===== src/rtl/load_port_arbiter_if.sv =====
// ============================================================================
// Module   : load_port_arbiter_if
// Brief    : Requester, shared-port and status signals of the load-port arbiter.
// Revision : 1.0 - initial release
// ============================================================================
`default_nettype none

interface load_port_arbiter_if;
    // Requester 0: SPI-slave loader
    logic        req_0_i;
    logic [31:0] addr_0_i;
    logic        we_0_i;
    logic [3:0]  be_0_i;
    logic [31:0] wdata_0_i;
    logic        last_0_i;
    logic        gnt_0_o;
    logic        rvalid_0_o;
    logic [31:0] rdata_0_o;
    // Requester 1: JTAG debug
    logic        req_1_i;
    logic [31:0] addr_1_i;
    logic        we_1_i;
    logic [3:0]  be_1_i;
    logic [31:0] wdata_1_i;
    logic        last_1_i;
    logic        gnt_1_o;
    logic        rvalid_1_o;
    logic [31:0] rdata_1_o;
    // Shared memory port
    logic        req_o;
    logic [31:0] addr_o;
    logic        we_o;
    logic [3:0]  be_o;
    logic [31:0] wdata_o;
    logic        gnt_i;
    logic        rvalid_i;
    logic [31:0] rdata_i;
    // Status
    logic        err_o;
    logic        owner_o;

    modport slave (
        input  req_0_i, addr_0_i, we_0_i, be_0_i, wdata_0_i, last_0_i,
        output gnt_0_o, rvalid_0_o, rdata_0_o,
        input  req_1_i, addr_1_i, we_1_i, be_1_i, wdata_1_i, last_1_i,
        output gnt_1_o, rvalid_1_o, rdata_1_o,
        output req_o, addr_o, we_o, be_o, wdata_o,
        input  gnt_i, rvalid_i, rdata_i,
        output err_o, owner_o
    );

    modport master (
        output req_0_i, addr_0_i, we_0_i, be_0_i, wdata_0_i, last_0_i,
        input  gnt_0_o, rvalid_0_o, rdata_0_o,
        output req_1_i, addr_1_i, we_1_i, be_1_i, wdata_1_i, last_1_i,
        input  gnt_1_o, rvalid_1_o, rdata_1_o,
        input  req_o, addr_o, we_o, be_o, wdata_o,
        output gnt_i, rvalid_i, rdata_i,
        input  err_o, owner_o
    );
endinterface : load_port_arbiter_if

`default_nettype wire


===== src/rtl/load_port_arbiter.sv =====
// ============================================================================
// Module   : load_port_arbiter
// Brief    : Two-requester burst-locking arbiter for one memory port, with an
//            owner FIFO that routes in-order responses back to the requester.
//            Define LOAD_ARB_FIXED_PRIO_EN to make requester 1 win every tie.
// Revision : 1.0 - initial release
// ============================================================================
`default_nettype none

module load_port_arbiter #(
    parameter int OUTSTANDING = 2
) (
    input  logic              clk,
    input  logic              rst_n,
    load_port_arbiter_if.slave bus
);

    localparam int PTR_W = $clog2(OUTSTANDING);
    localparam int CNT_W = $clog2(OUTSTANDING + 1);
    localparam logic [PTR_W-1:0] c_ptr_last = PTR_W'(OUTSTANDING - 1);
    localparam logic [CNT_W-1:0] c_depth    = CNT_W'(OUTSTANDING);

    typedef enum logic [1:0] {
        ST_IDLE = 2'd0,
        ST_OWN0 = 2'd1,
        ST_OWN1 = 2'd2
    } state_t;

    state_t             state_q, state_d;
    logic               owner_q, owner_d;
    logic               err_q, err_d;
    logic [CNT_W-1:0]   count_q, count_d;
    logic [PTR_W-1:0]   wptr_q, rptr_q;
    logic               fifo_q [OUTSTANDING];
`ifndef LOAD_ARB_FIXED_PRIO_EN
    logic               last_owner_q, last_owner_d;
`endif

    logic w_pop, w_orphan, w_blocked, w_any, w_pick_id;
    logic w_own_valid, w_cur, w_cur_req, w_cur_last;
    logic w_req, w_beat, w_pop_id, w_rvalid0, w_rvalid1;

    function automatic logic [PTR_W-1:0] ptr_inc(input logic [PTR_W-1:0] p);
        return (p == c_ptr_last) ? '0 : p + 1'b1;
    endfunction

    always_comb begin
        w_pop     = bus.rvalid_i && (count_q != '0);
        w_orphan  = bus.rvalid_i && (count_q == '0);
        // A response popping in this cycle frees the slot for a beat granted now.
        w_blocked = (count_q == c_depth) && !w_pop;
        w_any     = bus.req_0_i || bus.req_1_i;
`ifdef LOAD_ARB_FIXED_PRIO_EN
        w_pick_id = bus.req_1_i;
`else
        w_pick_id = (bus.req_0_i && bus.req_1_i) ? ~last_owner_q : bus.req_1_i;
`endif

        w_own_valid = 1'b0;
        w_cur       = 1'b0;
        case (state_q)
            ST_IDLE: begin
                w_own_valid = w_any && !w_blocked;
                w_cur       = w_pick_id;
            end
            ST_OWN0: begin
                w_own_valid = 1'b1;
                w_cur       = 1'b0;
            end
            ST_OWN1: begin
                w_own_valid = 1'b1;
                w_cur       = 1'b1;
            end
            default: begin
                w_own_valid = 1'b0;
                w_cur       = 1'b0;
            end
        endcase

        w_cur_req  = w_cur ? bus.req_1_i  : bus.req_0_i;
        w_cur_last = w_cur ? bus.last_1_i : bus.last_0_i;
        w_req      = rst_n && w_own_valid && w_cur_req && !w_blocked;
        w_beat     = w_req && bus.gnt_i;

        state_d = state_q;
        owner_d = owner_q;
        if ((state_q == ST_IDLE) && w_own_valid) begin
            state_d = w_cur ? ST_OWN1 : ST_OWN0;
            owner_d = w_cur;
        end
        if (w_beat && w_cur_last) begin
            state_d = ST_IDLE;
        end
`ifndef LOAD_ARB_FIXED_PRIO_EN
        last_owner_d = last_owner_q;
        if (w_beat && w_cur_last) begin
            last_owner_d = w_cur;
        end
`endif

        case ({w_beat, w_pop})
            2'b10:   count_d = count_q + 1'b1;
            2'b01:   count_d = count_q - 1'b1;
            default: count_d = count_q;
        endcase

        w_pop_id  = fifo_q[rptr_q];
        w_rvalid0 = w_pop && !w_pop_id;
        w_rvalid1 = w_pop &&  w_pop_id;
        err_d     = err_q || w_orphan;
    end

    always_ff @(posedge clk or negedge rst_n) begin
        if (!rst_n) begin
            state_q <= ST_IDLE;
            owner_q <= 1'b0;
            err_q   <= 1'b0;
            count_q <= '0;
            wptr_q  <= '0;
            rptr_q  <= '0;
            for (int i = 0; i < OUTSTANDING; i++) begin
                fifo_q[i] <= 1'b0;
            end
`ifndef LOAD_ARB_FIXED_PRIO_EN
            last_owner_q <= 1'b1;
`endif
        end else begin
            state_q <= state_d;
            owner_q <= owner_d;
            err_q   <= err_d;
            count_q <= count_d;
            if (w_beat) begin
                fifo_q[wptr_q] <= w_cur;
                wptr_q         <= ptr_inc(wptr_q);
            end
            if (w_pop) begin
                rptr_q <= ptr_inc(rptr_q);
            end
`ifndef LOAD_ARB_FIXED_PRIO_EN
            last_owner_q <= last_owner_d;
`endif
        end
    end

    assign bus.req_o   = w_req;
    assign bus.addr_o  = !w_req ? '0 : (w_cur ? bus.addr_1_i  : bus.addr_0_i);
    assign bus.we_o    = w_req && (w_cur ? bus.we_1_i : bus.we_0_i);
    assign bus.be_o    = !w_req ? '0 : (w_cur ? bus.be_1_i    : bus.be_0_i);
    assign bus.wdata_o = !w_req ? '0 : (w_cur ? bus.wdata_1_i : bus.wdata_0_i);

    assign bus.gnt_0_o    = w_beat && !w_cur;
    assign bus.gnt_1_o    = w_beat &&  w_cur;
    assign bus.rvalid_0_o = w_rvalid0;
    assign bus.rvalid_1_o = w_rvalid1;
    assign bus.rdata_0_o  = w_rvalid0 ? bus.rdata_i : '0;
    assign bus.rdata_1_o  = w_rvalid1 ? bus.rdata_i : '0;

    assign bus.err_o   = err_q;
    assign bus.owner_o = owner_q;

endmodule : load_port_arbiter

`default_nettype wire

===== src/flat_wrapper.sv =====
// flat-port wrapper written by rule: the top's interface ports become plain ports
module load_port_arbiter_flat 
#(
    parameter int OUTSTANDING = 2
)
  (clk, rst_n, bus_req_0_i, bus_addr_0_i, bus_we_0_i, bus_be_0_i, bus_wdata_0_i, bus_last_0_i, bus_gnt_0_o, bus_rvalid_0_o, bus_rdata_0_o, bus_req_1_i, bus_addr_1_i, bus_we_1_i, bus_be_1_i, bus_wdata_1_i, bus_last_1_i, bus_gnt_1_o, bus_rvalid_1_o, bus_rdata_1_o, bus_req_o, bus_addr_o, bus_we_o, bus_be_o, bus_wdata_o, bus_gnt_i, bus_rvalid_i, bus_rdata_i, bus_err_o, bus_owner_o);
  load_port_arbiter_if bus_i ();
  input  logic clk;
  input  logic rst_n;
  input wire logic [$bits(bus_i.req_0_i)-1:0] bus_req_0_i;
  input wire logic [$bits(bus_i.addr_0_i)-1:0] bus_addr_0_i;
  input wire logic [$bits(bus_i.we_0_i)-1:0] bus_we_0_i;
  input wire logic [$bits(bus_i.be_0_i)-1:0] bus_be_0_i;
  input wire logic [$bits(bus_i.wdata_0_i)-1:0] bus_wdata_0_i;
  input wire logic [$bits(bus_i.last_0_i)-1:0] bus_last_0_i;
  output wire logic [$bits(bus_i.gnt_0_o)-1:0] bus_gnt_0_o;
  output wire logic [$bits(bus_i.rvalid_0_o)-1:0] bus_rvalid_0_o;
  output wire logic [$bits(bus_i.rdata_0_o)-1:0] bus_rdata_0_o;
  input wire logic [$bits(bus_i.req_1_i)-1:0] bus_req_1_i;
  input wire logic [$bits(bus_i.addr_1_i)-1:0] bus_addr_1_i;
  input wire logic [$bits(bus_i.we_1_i)-1:0] bus_we_1_i;
  input wire logic [$bits(bus_i.be_1_i)-1:0] bus_be_1_i;
  input wire logic [$bits(bus_i.wdata_1_i)-1:0] bus_wdata_1_i;
  input wire logic [$bits(bus_i.last_1_i)-1:0] bus_last_1_i;
  output wire logic [$bits(bus_i.gnt_1_o)-1:0] bus_gnt_1_o;
  output wire logic [$bits(bus_i.rvalid_1_o)-1:0] bus_rvalid_1_o;
  output wire logic [$bits(bus_i.rdata_1_o)-1:0] bus_rdata_1_o;
  output wire logic [$bits(bus_i.req_o)-1:0] bus_req_o;
  output wire logic [$bits(bus_i.addr_o)-1:0] bus_addr_o;
  output wire logic [$bits(bus_i.we_o)-1:0] bus_we_o;
  output wire logic [$bits(bus_i.be_o)-1:0] bus_be_o;
  output wire logic [$bits(bus_i.wdata_o)-1:0] bus_wdata_o;
  input wire logic [$bits(bus_i.gnt_i)-1:0] bus_gnt_i;
  input wire logic [$bits(bus_i.rvalid_i)-1:0] bus_rvalid_i;
  input wire logic [$bits(bus_i.rdata_i)-1:0] bus_rdata_i;
  output wire logic [$bits(bus_i.err_o)-1:0] bus_err_o;
  output wire logic [$bits(bus_i.owner_o)-1:0] bus_owner_o;
  assign bus_i.req_0_i = bus_req_0_i;
  assign bus_i.addr_0_i = bus_addr_0_i;
  assign bus_i.we_0_i = bus_we_0_i;
  assign bus_i.be_0_i = bus_be_0_i;
  assign bus_i.wdata_0_i = bus_wdata_0_i;
  assign bus_i.last_0_i = bus_last_0_i;
  assign bus_gnt_0_o = bus_i.gnt_0_o;
  assign bus_rvalid_0_o = bus_i.rvalid_0_o;
  assign bus_rdata_0_o = bus_i.rdata_0_o;
  assign bus_i.req_1_i = bus_req_1_i;
  assign bus_i.addr_1_i = bus_addr_1_i;
  assign bus_i.we_1_i = bus_we_1_i;
  assign bus_i.be_1_i = bus_be_1_i;
  assign bus_i.wdata_1_i = bus_wdata_1_i;
  assign bus_i.last_1_i = bus_last_1_i;
  assign bus_gnt_1_o = bus_i.gnt_1_o;
  assign bus_rvalid_1_o = bus_i.rvalid_1_o;
  assign bus_rdata_1_o = bus_i.rdata_1_o;
  assign bus_req_o = bus_i.req_o;
  assign bus_addr_o = bus_i.addr_o;
  assign bus_we_o = bus_i.we_o;
  assign bus_be_o = bus_i.be_o;
  assign bus_wdata_o = bus_i.wdata_o;
  assign bus_i.gnt_i = bus_gnt_i;
  assign bus_i.rvalid_i = bus_rvalid_i;
  assign bus_i.rdata_i = bus_rdata_i;
  assign bus_err_o = bus_i.err_o;
  assign bus_owner_o = bus_i.owner_o;
  load_port_arbiter #(.OUTSTANDING(OUTSTANDING)) u_core (.clk(clk), .rst_n(rst_n), .bus(bus_i));
endmodule

===== config.mk =====
export PLATFORM = sky130hd
export DESIGN_NAME = load_port_arbiter_flat
export DESIGN_NICKNAME = d
export VERILOG_FILES = /design/src/rtl/load_port_arbiter_if.sv /design/src/rtl/load_port_arbiter.sv /design/src/flat_wrapper.sv
export SDC_FILE = /design/constraint.sdc
export NUM_CORES = 1
export LEC_CHECK = 0
export ABC_AREA = 1
export CORE_AREA = 2 2 122 124
export CTS_BUF_LIST = sky130_fd_sc_hd__clkbuf_2
export DETAILED_ROUTE_END_ITERATION = 8
export DIE_AREA = 0 0 124 126
export PLACE_DENSITY = 0.55
export SLEW_MARGIN = 20
export SYNTH_ARGS = -nofsm -noshare
export SYNTH_HDL_FRONTEND = slang
export SYNTH_SLANG_ARGS = --single-unit

===== constraint.sdc =====
create_clock -name clk -period 2.4 [get_ports clk]
set_input_delay 0.36 -clock clk [delete_from_list [all_inputs] [get_ports clk]]
set_output_delay 0.36 -clock clk [all_outputs]
set_load 0.005 [all_outputs]

==> images/m1.png <==
Supply wires on this layer in grey.
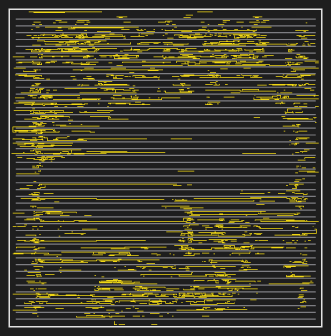
The layer holds 36% of the routed length. The longest straight run is 54.7 µm. The layer carries 5,180 µm of wire. The wires run mostly horizontal.
GRT met1 Usage: 0.167
detailed-route wire length: 14,400 µm
total number of vias: 4,016

==> images/clock_nets.png <==
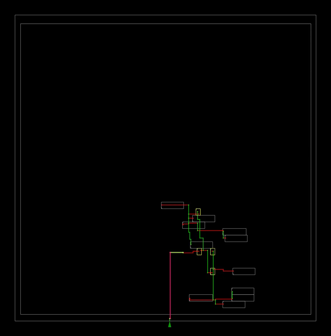
Num CTS Buffers: 3
clk latency late pin: 0.26 ns
Sink Count: 11

==> images/closeup.png <==
Scale bar: 10 µm. Window x 47 to 77, y 48 to 78 µm. Cells in grey, sequential cells in the stronger grey; small squares are vias.
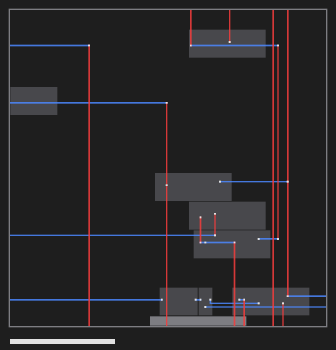
M1: in blue. M2: in red.
8 logic cells have their middle in the window. Sequential cells in the window: 0. Most frequent: buf_12 (6), nand2_1 (1), clkdlybuf4s50_1 (1).

==> images/port_trees.png <==
Scale bar: 20 µm.
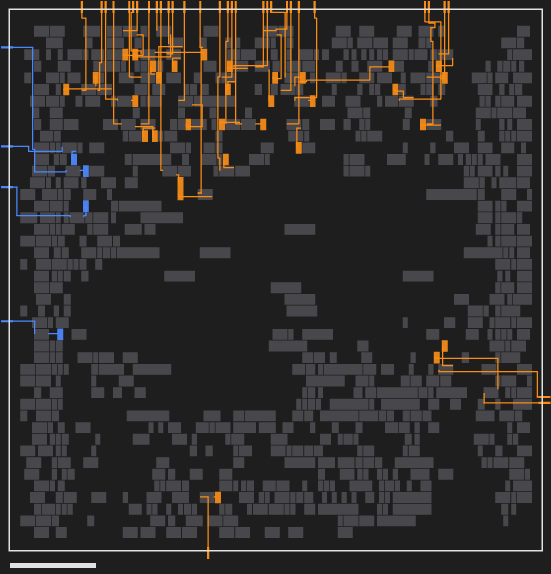
bus_wdata_1_i: in orange, bits 32, direction input, edge 29 north, 2 east, 1 south, end cells 32, buffers 32, wire 919 µm. bus_be_0_i: in blue, bits 4, direction input, edge west, end cells 4, buffers 4, wire 94.2 µm.

==> results.py <==
# Physical implementation metrics
metrics = {
    "clock_network": {
        "cts_max_level": 1,
        "cts_tree": "yes",
        "cts.hold.buffers_added": 0,
    },
    "detailed_routing": {
        "wl_met1_um": 5180,
        "wire_per_inst_um": 15.2,
    },
    "run_status": {
        "status": "finished, violations left",
        "violations": "setup timing",
    },
    "finish": {
        "comb_area_mm2": 0.00168,
        "stdcell_count": 952,
        "inverters": 52,
        "logic_gate_count": 333,
        "buffers": 368,
        "drive_gt1_frac": 0.276,
        "register_area_um2": 278,
    },
    "job": {
        "warnings": 30,
        "maxCapViolCount": 0,
    },
    "setup_path": {
        "cpMaxStageDelayCell": "dfrtp_1",
        "crit_end": "bus_gnt_0_o",
        "critPathTopFamily": "simple AND/OR/NAND/NOR gates",
        "cp_num_cells": 12,
    },
    "floorplanning": {
        "core-area_mm2": 0.0143,
        "nWellTaps": 184,
        "chip_area_mm2": 0.0156,
    },
    "logic_synthesis": {
        "fa_ha_area_frac": 0.0237,
        "yosysTopAreaCellShare": 0.291,
        "top_cells_by_count": "164 x nand2_1, 71 x nor2_1, 60 x a21oi_1, 49 x inv_1, 16 x buf_2",
        "syn_area_per_cell_um2": 4.98,
    },
    "placed_design": {
        "dp.cells": 924,
        "gp_congestion": 0.868,
    },
    "final_timing": {
        "fin_ws_ns": -0.00195,
        "fmax_mhz": 416,
        "setup_viol": 1,
    },
}
==> sequential cells by signal, indices dropped and copies added (netlist names) <==
| register | count |
|---|---|
| u_core.state_q | 2 |
| u_core.rptr_q | 1 |
| u_core.fifo_q | 2 |
| u_core.count_q | 2 |
| u_core.bus.err_o | 1 |
| u_core.wptr_q | 1 |
| u_core.bus.owner_o | 1 |
| u_core.last_owner_q | 1 |
==> cells by family after synthesis <==
group / Yosys count
xor gates and xnor gates: 3
DFF: 11
and+or+nand+nor: 253
AOI/OAI and AO/OA: 73
adders and majority gates: 4
buffers and inverters: 80
==> report_power, final <==
group          internal, mW  switching [mW]
sequential            0.257          0.0524
clock                0.0442          0.0665
combinational          1.88            1.72
total                  2.18            1.84
